Cell sizes after repair:
Bar = 20 microns.
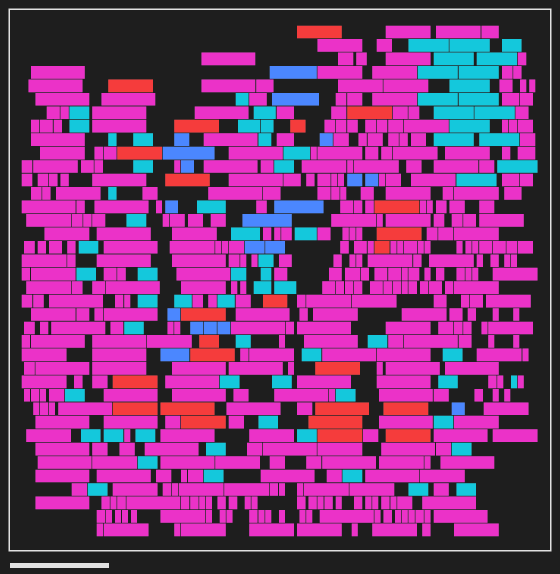
Signal wires on met2:
Cells faint in the background.
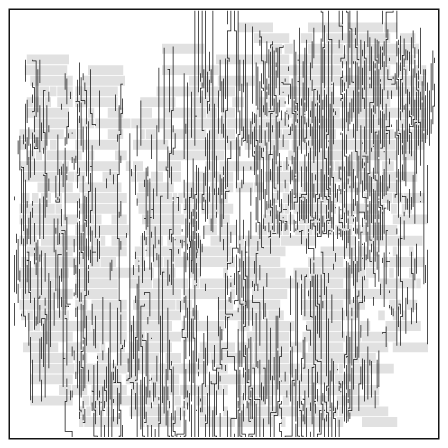
Clock nets:
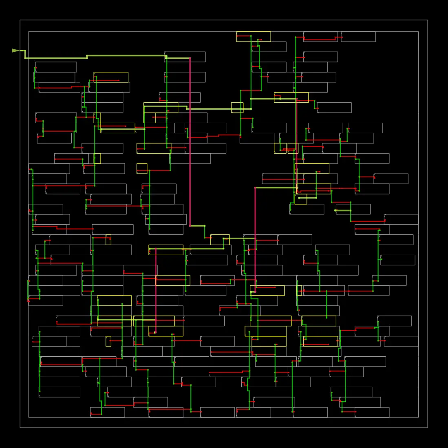
Wiring by layer:
Two of the layers only.
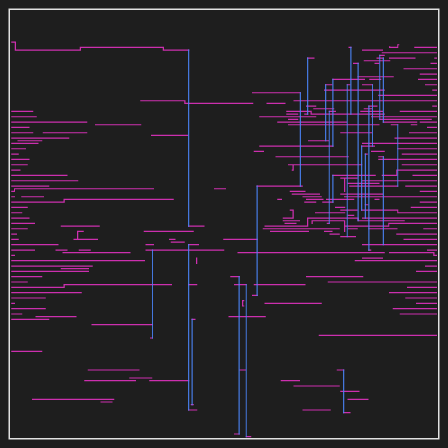
## config.mk

```make
export PLATFORM = sky130hd
export DESIGN_NAME = wb_arbiter
export DESIGN_NICKNAME = d
export VERILOG_FILES = /design/src/rtl/wb_pkg.sv /design/src/rtl/wb_fifo.sv /design/src/rtl/wb_arbiter.sv
export SDC_FILE = /design/constraint.sdc
export NUM_CORES = 1
export LEC_CHECK = 0
export ABC_CLOCK_PERIOD_IN_PS = 5900
export CORE_MARGIN = 2
export CORE_UTILIZATION = 64
export DETAILED_ROUTE_END_ITERATION = 10
export DONT_BUFFER_PORTS = 1
export PLACE_DENSITY = 0.87
export SLEW_MARGIN = 30
export SYNTH_ARGS = -nofsm -noshare
export SYNTH_HDL_FRONTEND = slang
export SYNTH_SLANG_ARGS = --single-unit
```

## constraint.sdc

```tcl
create_clock -name clk -period 5.9 [get_ports clk]
set_input_delay 1.77 -clock clk [delete_from_list [all_inputs] [get_ports clk]]
set_output_delay 1.77 -clock clk [all_outputs]
set_load 0.05 [all_outputs]
```

## src/rtl/wb_pkg.sv

```systemverilog
// rtl/wb_pkg.sv - shared types and constants for the writeback arbiter
package wb_pkg;

  localparam int REG_ADDR_W = 5;
  localparam int NUM_REGS   = 32;
  localparam int DATA_W     = 32;

  // One buffered writeback: destination register plus result
  typedef struct packed {
    logic [REG_ADDR_W-1:0] addr;
    logic [DATA_W-1:0]     data;
  } wb_entry_t;

  // One-hot decode of a register address; x0 never maps to a bit
  function automatic logic [NUM_REGS-1:0] reg_onehot(input logic [REG_ADDR_W-1:0] a);
    logic [NUM_REGS-1:0] v;
    v = '0;
    if (a != '0) v[a] = 1'b1;
    return v;
  endfunction

endpackage

```

## src/rtl/wb_fifo.sv

```systemverilog
// rtl/wb_fifo.sv - small synchronous FIFO holding late results that lost arbitration
module wb_fifo #(
  parameter int W     = 37,
  parameter int DEPTH = 2
) (
  input  logic         clk,
  input  logic         rst,
  input  logic         i_push,
  input  logic [W-1:0] i_push_data,
  input  logic         i_pop,
  output logic         o_full,
  output logic         o_empty,
  output logic [W-1:0] o_head
);

  localparam int AW = $clog2(DEPTH);
  localparam logic [AW:0] PTR_ONE = 1;

  // Pointers carry one extra MSB so full and empty are distinguishable
  logic [AW:0]  r_wr_ptr;
  logic [AW:0]  r_rd_ptr;
  logic [W-1:0] r_mem [DEPTH];
  logic         w_do_push;
  logic         w_do_pop;

  assign o_empty   = (r_wr_ptr == r_rd_ptr);
  assign o_full    = (r_wr_ptr[AW] != r_rd_ptr[AW]) &&
                     (r_wr_ptr[AW-1:0] == r_rd_ptr[AW-1:0]);
  assign w_do_push = i_push && !o_full;
  assign w_do_pop  = i_pop && !o_empty;
  assign o_head    = r_mem[r_rd_ptr[AW-1:0]];

  // Pointer update; reset discards any buffered entries at once
  always_ff @(posedge clk or posedge rst) begin
    if (rst) begin
      r_wr_ptr <= '0;
      r_rd_ptr <= '0;
    end else begin
      if (w_do_push) r_wr_ptr <= r_wr_ptr + PTR_ONE;
      if (w_do_pop)  r_rd_ptr <= r_rd_ptr + PTR_ONE;
    end
  end

  // Storage array; contents are meaningless while the pointers say empty
  always_ff @(posedge clk) begin
    if (w_do_push) r_mem[r_wr_ptr[AW-1:0]] <= i_push_data;
  end

endmodule

```

## src/rtl/wb_arbiter.sv

```systemverilog
// rtl/wb_arbiter.sv - merges ALU and multi-cycle writebacks onto the register file write port
module wb_arbiter
  import wb_pkg::*;
#(
  parameter int n     = 32,
  parameter int DEPTH = 2
) (
  input  logic                  clk,
  input  logic                  rst,
  input  logic                  aluValid,
  input  logic [REG_ADDR_W-1:0] aluAdd,
  input  logic [n-1:0]          aluData,
  input  logic                  lateValid,
  input  logic [REG_ADDR_W-1:0] lateAdd,
  input  logic [n-1:0]          lateData,
  output logic                  lateReady,
  input  logic                  issueValid,
  input  logic [REG_ADDR_W-1:0] issueAdd,
  input  logic [REG_ADDR_W-1:0] readAdd1,
  input  logic [REG_ADDR_W-1:0] readAdd2,
  output logic                  stall,
  output logic                  regWrite,
  output logic [REG_ADDR_W-1:0] writeAdd,
  output logic [n-1:0]          writeData,
  output logic [NUM_REGS-1:0]   pendingMask
);

  localparam int ENTRY_W = REG_ADDR_W + n;

  logic                  w_full;
  logic                  w_empty;
  logic                  w_push;
  logic                  w_pop;
  logic [ENTRY_W-1:0]    w_head;
  logic                  w_late_xfer;
  logic                  w_bypass;
  logic                  w_sel_valid;
  logic                  w_sel_late;
  logic [REG_ADDR_W-1:0] w_sel_addr;
  logic [n-1:0]          w_sel_data;
  logic [NUM_REGS-1:0]   w_set;
  logic [NUM_REGS-1:0]   w_clr;

  logic                  r_reg_write;
  logic [REG_ADDR_W-1:0] r_write_add;
  logic [n-1:0]          r_write_data;
  logic [NUM_REGS-1:0]   r_pend;

  assign lateReady   = !w_full;
  assign w_late_xfer = lateValid && lateReady;
  // A late result goes straight to the port only when nothing older or ALU-side competes
  assign w_bypass    = w_late_xfer && w_empty && !aluValid;
  assign w_push      = w_late_xfer && !w_bypass;
  assign w_pop       = !aluValid && !w_empty;

  wb_fifo #(
    .W     (ENTRY_W),
    .DEPTH (DEPTH)
  ) u_fifo (
    .clk         (clk),
    .rst         (rst),
    .i_push      (w_push),
    .i_push_data ({lateAdd, lateData}),
    .i_pop       (w_pop),
    .o_full      (w_full),
    .o_empty     (w_empty),
    .o_head      (w_head)
  );

  // Pick the single source driving the write port this edge: ALU, then buffer head, then bypass
  always_comb begin
    w_sel_valid = 1'b0;
    w_sel_late  = 1'b0;
    w_sel_addr  = '0;
    w_sel_data  = '0;
    if (aluValid) begin
      w_sel_valid = 1'b1;
      w_sel_addr  = aluAdd;
      w_sel_data  = aluData;
    end else if (!w_empty) begin
      w_sel_valid = 1'b1;
      w_sel_late  = 1'b1;
      w_sel_addr  = w_head[ENTRY_W-1:n];
      w_sel_data  = w_head[n-1:0];
    end else if (w_bypass) begin
      w_sel_valid = 1'b1;
      w_sel_late  = 1'b1;
      w_sel_addr  = lateAdd;
      w_sel_data  = lateData;
    end
  end

  // Scoreboard set/clear vectors; x0 is excluded by the decode helper
  always_comb begin
    w_set = '0;
    w_clr = '0;
    if (issueValid) w_set = reg_onehot(issueAdd);
    if (w_sel_valid && w_sel_late) w_clr = reg_onehot(w_sel_addr);
  end

  // Registered write port; writes to x0 are swallowed with the enable low
  always_ff @(posedge clk or posedge rst) begin
    if (rst) begin
      r_reg_write  <= 1'b0;
      r_write_add  <= '0;
      r_write_data <= '0;
    end else begin
      r_reg_write <= w_sel_valid && (w_sel_addr != '0);
      if (w_sel_valid) begin
        r_write_add  <= w_sel_addr;
        r_write_data <= w_sel_data;
      end
    end
  end

  // Pending-write scoreboard; a new issue beats a same-edge completion
  always_ff @(posedge clk or posedge rst) begin
    if (rst) begin
      r_pend <= '0;
    end else begin
      r_pend <= (r_pend & ~w_clr) | w_set;
    end
  end

  assign regWrite    = r_reg_write;
  assign writeAdd    = r_write_add;
  assign writeData   = r_write_data;
  assign pendingMask = r_pend;
  assign stall       = r_pend[readAdd1] | r_pend[readAdd2];

endmodule
```

==> impl_results.html <==
<h3>Flow metrics</h3>
<table>
<tr><th>Metric</th><th>Value</th></tr>
<tr><th colspan="2">Placed design</th></tr>
<tr><td>Routability-driven placement congestion ratio</td><td>0.8718</td></tr>
<tr><td>Total half-perimeter wirelength after legalization and detailed placement</td><td>11.49 mm</td></tr>
<tr><th colspan="2">Final timing</th></tr>
<tr><td>Number of hold-slack violations in the final timing report</td><td>0</td></tr>
<tr><td>Fmax</td><td>0.1956 GHz</td></tr>
<tr><td>Fraction of the cycle the final worst path needs</td><td>0.8663</td></tr>
<tr><td>Transition time at the pin with the least slew margin</td><td>994.4 ps</td></tr>
<tr><th colspan="2">Synth</th></tr>
<tr><td>Netlist area before placement</td><td>0.007078 sq mm</td></tr>
<tr><td>Yosys warning total</td><td>0</td></tr>
<tr><td>Post-synthesis cell count from yosys</td><td>566</td></tr>
<tr><td>Distinct lib cells</td><td>55</td></tr>
<tr><td>Flip-flops with a built-in enable</td><td>74</td></tr>
<tr><th colspan="2">GRT</th></tr>
<tr><td>Wire length of the first global-routing pass</td><td>26.68 mm</td></tr>
<tr><td>M3 GR Usage</td><td>0.1112</td></tr>
<tr><td>Pin count of the biggest net entering global routing</td><td>55</td></tr>
<tr><td>Via count of the first global-routing pass</td><td>5181</td></tr>
<tr><td>Antenna violations before repair</td><td>1</td></tr>
<tr><th colspan="2">Cells and area</th></tr>
<tr><td>Dominant logic cell types in the final layout</td><td>74 x edfxtp_1, 73 x dfrtp_1, 57 x nand2_1, 41 x o21ai_0, 33 x mux2_2</td></tr>
<tr><td>Layout overhead on the synthesized area</td><td>9.616%</td></tr>
<tr><td>Nets@finish</td><td>647</td></tr>
<tr><td>Final standard cell utilization of the core</td><td>0.7189</td></tr>
<tr><th colspan="2">Drt</th></tr>
<tr><td>DR vias/cell</td><td>7.110</td></tr>
<tr><td>Initial DRT Pass Iterations</td><td>5</td></tr>
<tr><th colspan="2">Worst setup path</th></tr>
<tr><td>Arrival time at the worst endpoint</td><td>3340 ps</td></tr>
<tr><td>R2R Setup Slk</td><td>2830 ps</td></tr>
<tr><td>Critical Setup Path Class</td><td>input pin to output pin</td></tr>
<tr><td>Worst Setup SP</td><td>readAdd1[0]</td></tr>
<tr><th colspan="2">Worst hold path</th></tr>
<tr><td>Worst min-delay path class</td><td>register to register</td></tr>
<tr><th colspan="2">Pwr</th></tr>
<tr><td>Pwr Density</td><td>630.8 mW/mm^2</td></tr>
<tr><th colspan="2">Die</th></tr>
<tr><td>Top Ports</td><td>166</td></tr>
<tr><th colspan="2">Status</th></tr>
<tr><td>Status</td><td>finished clean</td></tr>
</table>
Notes on 'cell sizes after repair' above:
| colour | size | cells | most used |
|---|---|---|---|
| blue | x3 and x4 | 19 | buf_4 |
| red | x6 and larger | 24 | clkbuf_16 |
| cyan | x2 | 70 | mux2_2 |
| magenta | x1 and smaller | 453 | edfxtp_1 |

Notes on 'signal wires on met2' above:
share of all routed wire: 50%
main direction: vertical
nets with wire on the layer: 561
longest straight run: 62.6 microns

Notes on 'clock nets' above:
total clock buffers created by CTS: 17
clock buffer count in the final layout: 21
TritonCTS sink count: 148
clk_skew: 10.74 ps
insertion delay of the later-clocked pin in the worst-skew pair: 520 ps

Notes on 'wiring by layer' above:
| colour | layer | wire length |
|---|---|---|
| magenta | M3 | 1940 microns |
| blue | M4 | 605 microns |
Global Route Usage Sum: 0.2996
Total Routed Length: 17.40 mm

[kinds of logic (layout without fill, tap and decap cells)]
group           count (synthesis)  after routing  synth area share
flops                         148            148            0.5756
buf+inv                        53             53           0.03376
mux                            58             58            0.1161
compound gates                150            150            0.1587
xor+xnor                        7              7           0.01078
other cells                     0              1                 0
simple gates                  150            150            0.1050
[per-layer routing]
layer  routed length (microns)  vias to the layer above  share of wire
li1                          -                     2164              -
met1                      6231                     2462           0.36
met2                      8619                      342           0.50
met3                      1939                       59           0.11
met4                       605                        0          0.035
met5                         0                        -              0
[power by group]
part	internal [uW]	switching [uW]	total (uW)
combinational	522	810	1330
clock	672	415	1090
sequential	1470	1010	2470
total	2660	2230	4890
[sequential cells by signal, summed over array words and instances, names as in the netlist]
| name | count |
|---|---|
| writeData | 32 |
| pendingMask | 32 |
| u_fifo.r_rd_ptr | 2 |
| writeAdd | 5 |
| regWrite | 1 |
| u_fifo.r_mem | 74 |
| u_fifo.r_wr_ptr | 2 |
[layout make-up]
| cell class | count | area, sq um |
|---|---|---|
| clock inverters | 11 | 150.1 |
| repair buffers | 8 | 63.81 |
| fillers | 705 | 3034 |
| clock buffers | 21 | 450.4 |
| multi-input cells | 365 | 2790 |
| inverters | 13 | 48.80 |
| flip-flops and latches | 148 | 4078 |
| well taps | 140 | 175.2 |
| diodes | 1 | 2.502 |
[Yosys cell counts, types with 3 or more instances]
library cell	number	area, sq um
dfrtp_1	74	1852
edfxtp_1	74	2222
nand2_1	58	217.7
o21ai_0	41	205.2
mux2_2	33	371.6
nor2_1	28	105.1
clkbuf_1	26	97.59
a221oi_1	22	192.7
nand4_1	17	106.4
mux4_2	16	360.4
a22o_1	15	131.4
inv_1	13	48.80
nand3_1	12	60.06
nand3b_1	11	82.58
o21ai_1	11	55.05
a21oi_1	10	50.05
o211ai_1	10	75.07
o22ai_1	10	62.56
mux2i_1	9	90.09
o31ai_1	8	60.06
buf_2	7	35.03
nor3_1	5	25.02
a211oi_2	4	50.05
nor3b_1	4	30.03
xor2_1	4	35.03
and3_2	3	22.52
buf_1	3	11.26
[how the worst min path moves through the flow]
stage / startpoint / endpoint / slack (ps) / cells after the start
2_1_floorplan: u_fifo.r_rd_ptr[1] / u_fifo.r_rd_ptr[1] / 530 / 1
3_3_place_gp: u_fifo.r_wr_ptr[1] / u_fifo.r_wr_ptr[1] / 540 / 1
3_5_place_dp: u_fifo.r_rd_ptr[1] / u_fifo.r_rd_ptr[1] / 550 / 1
4_1_cts: u_fifo.r_rd_ptr[1] / u_fifo.r_rd_ptr[1] / 560 / 1
5_1_grt: u_fifo.r_wr_ptr[1] / u_fifo.r_wr_ptr[1] / 610 / 1
6_report: u_fifo.r_rd_ptr[1] / u_fifo.r_rd_ptr[1] / 560 / 1
[per-stage QoR]
step	worst slack [ps]	power (uW)	hold slack [ps]
after detailed placement	789.6	3783	551.6
after global placement	800.6	3703	543.8
after floorplan	374.0	3448	529.0
final	788.6	4894	557.4
after global routing	750.6	5100	610.0
after CTS	793.2	4877	559.6
[worst max-delay path, stage by stage]
cell,delay [ps]
mux4_2,480
mux4_2,460
a22oi_1,190
nand3_1,430
Power figures rest on the tool's default switching activity, not on a simulated workload.
